==> config.mk <==
export PLATFORM = sky130hd
export DESIGN_NAME = johnson_seq_monitor
export DESIGN_NICKNAME = d
export VERILOG_FILES = /design/src/rtl/johnson_seq_monitor.sv
export SDC_FILE = /design/constraint.sdc
export NUM_CORES = 1
export LEC_CHECK = 0
export CORE_ASPECT_RATIO = 0.75
export CORE_MARGIN = 4
export CORE_UTILIZATION = 54
export CTS_BUF_LIST = sky130_fd_sc_hd__clkbuf_8
export CTS_CLUSTER_DIAMETER = 40
export DETAILED_ROUTE_END_ITERATION = 10
export PLACE_DENSITY = 0.91
export SETUP_SLACK_MARGIN = 0.4
export SLEW_MARGIN = 5
export SYNTH_ARGS = -nofsm -noshare
export SYNTH_HDL_FRONTEND = slang
export SYNTH_SLANG_ARGS = --single-unit
==> constraint.sdc <==
create_clock -name clk -period 3.9 [get_ports clk]
set_clock_uncertainty 0.1 [all_clocks]
set_input_delay 0.78 -clock clk [delete_from_list [all_inputs] [get_ports clk]]
set_output_delay 0.78 -clock clk [all_outputs]
set_load 0.005 [all_outputs]
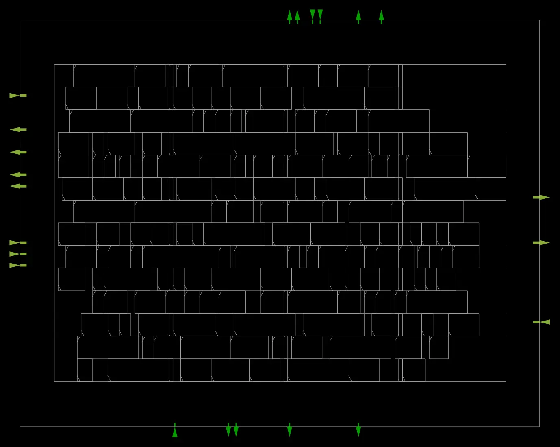
(images/placed.png)
filler instances: 141
TAP cells: 24
Flops: 18
flop share of the area: 0.225

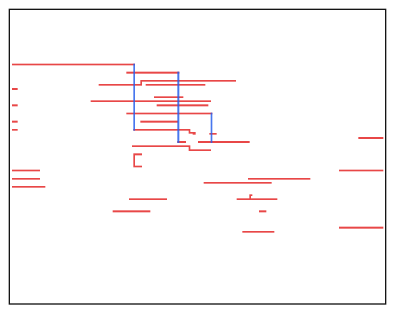
(images/layers.png)
Scale: 6 px per µm. Only two layers are drawn.
color	layer	wire length
blue	M4	27.2 µm
red	M3	235 µm
via count: 1,181
overall routed net length: 3.16 mm

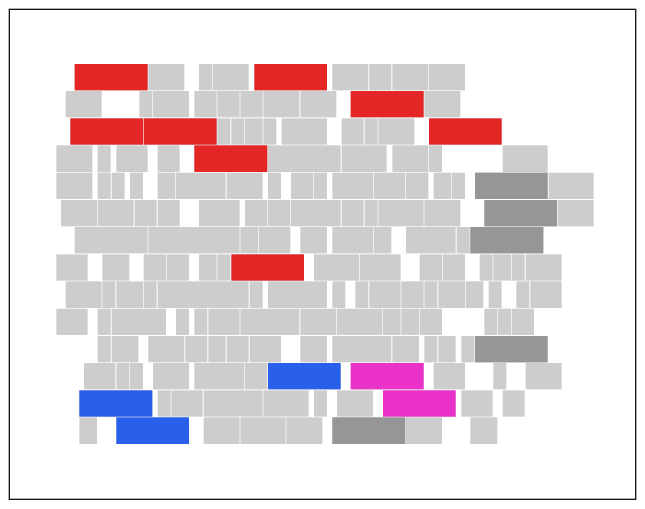
(images/ff_map.png)
Scale: 10 px per µm. Other sequential cells in the stronger gray, the rest of the logic in the fainter gray.
color	name in the netlist	sequential cells
red	err_count	8
magenta	state_q	2
blue	phase	3
Seq. pwr: 195 µW
fin util: 0.775

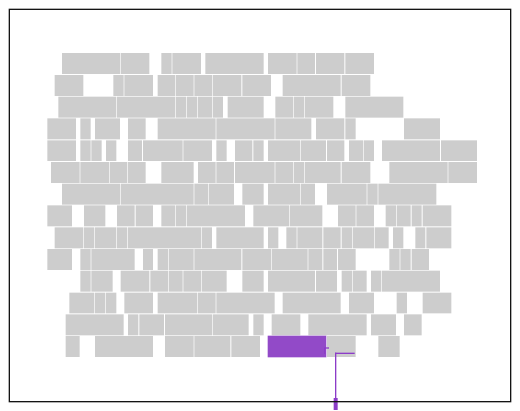
(images/port_trees.png)
Scale: 8 px per µm.
color	port	bits	direction	end cells	buffers	wire
purple	phase_valid	1	output	1	1	9.10 µm
I/O pins: 22
PortBufs: 21

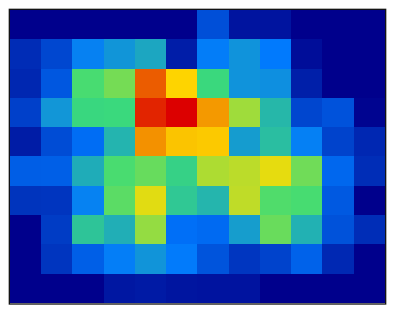
(images/route_heat.png)
Scale: 6 px per µm. The die is cut into 12 by 10 equal tiles; dark blue is low, red is high, scaled to the fullest tile. Values are wire area over tile area, all layers added.
tiles over half the peak	20%
densest ninth of the die	center
emptiest ninth of the die	upper right
nearly empty tiles	21%
total track usage: 0.193
DR WL/cell: 16.2 µm

==> impl_metrics.py <==
# Generated from Yosys and OpenROAD reports
metrics = {
    "status": {
        "status": "finished clean",
    },
    "min_path": {
        "min_path_type": "flip-flop to flip-flop",
        "min_delay_path_depth": 2,
    },
    "yosys": {
        "xor_share": 0.0437,
        "syn_inst": 144,
        "yosys-mux-area-fraction": 0.0916,
        "ys_types": 40,
        "edf_count": 0,
        "synth_chip_area_um2": 1200,
        "synth.avg_cell_area_um2": 8.35,
        "topCombFamilyByArea": "simple AND/OR/NAND/NOR gates",
        "yosysCellCount": 144,
        "syn-cell-area_um2": 1200,
        "yosys.area.top_type": "dfxtp_1",
        "yosysSeqAreaShare": 0.300,
        "ys_warn_count": 0,
        "top_cells_by_area": "dfxtp_1, mux2i_1, ha_1, nand2_1, inv_1",
        "adder_share": 0.0999,
    },
    "power_and_ir_drop": {
        "seqPwrFrac": 0.381,
        "switchingPower_uw": 163,
        "largestPowerGroup": "sequential cells",
        "clk-power_uw": 131,
        "power.internal_uw": 348,
        "power_frac_clock": 0.257,
        "p_per_area_nw_per_um2": 319,
    },
    "cells_and_area": {
        "nets": 190,
        "lay_top_cells": "nand2_1, dfxtp_1, clkdlybuf4s50_1",
        "largest_class": "combinational gates",
        "syn2layout_area_growth_pct": 33.3,
        "buf_share": 0.171,
        "nonClockInverterCount": 12,
        "logic_area_um2": 852,
        "largest_register_ffs": 8,
        "drive_gt1_frac": 0.181,
        "fin_area_um2": 1600,
    },
    "final_timing": {
        "worstMarginPinSlew_ns": 0.710,
        "hold_ws_ns": 0.401,
        "post-route-period-util": 0.868,
        "fmax_mhz": 295,
        "finalCriticalPeriod_ns": 3.39,
        "hold_viol_final": 0,
        "finalSetupTns_ns": 0,
        "setup_violations": 0,
        "rsz0062_at_grt": "no",
    },
    "cts": {
        "cts_buffers": 3,
        "htreeDepth": 1,
        "cts_sinks": 18,
        "post-cts-setup-buffers": 2,
        "root_buffer": "clkbuf_8",
        "cts_max_path_buffers": 2,
        "clock_latency_ns": 0.26,
    },
    "flow_run": {
        "max_cap_viol_count": 0,
    },
    "worst_setup_path": {
        "cp.required_ns": 3.98,
        "critPathBufInv": 5,
        "r2r_cells": 8,
        "max_stage_delay_ns": 0.51,
        "crit_fanout": 5,
        "cp_slowest_cell": "fa_1",
        "crit_chain": "dlygate4sd2_1 > inv_1 > fa_1 > inv_1 > ha_2 > ha_4 > inv_1 > ha_4 > mux2i_2 > xnor2_2 > nor3_4 > buf_6 > a211oi_2 > mux2i_1",
        "r2r_slack_ns": 1.69,
        "critPathKind": "primary input to flip-flop",
    },
    "drt": {
        "firstDrtPassIters": 5,
        "wl_met3_um": 234,
        "drt-initial-drc-count": 50,
        "dr_wl_met2_mm": 1.49,
        "via_per_inst": 6.06,
        "drc": 0,
    },
    "global_route": {
        "met1_usage": 0.235,
        "met2_usage": 0.336,
        "grt_max_degree": 18,
        "overflow": 0,
        "met3_usage": 0.0599,
        "first_global_vias": 1105,
        "grt.busiest_layer": "met2",
        "grt_pass1_wl_mm": 4.86,
    },
    "floorplanning": {
        "die.size.y_um": 48.9,
        "initial_core_util": 0.582,
        "num_rows": 14,
    },
    "placed_design": {
        "gp_congestion": 0.848,
    },
}
Power is estimated from default activity; no workload was simulated.
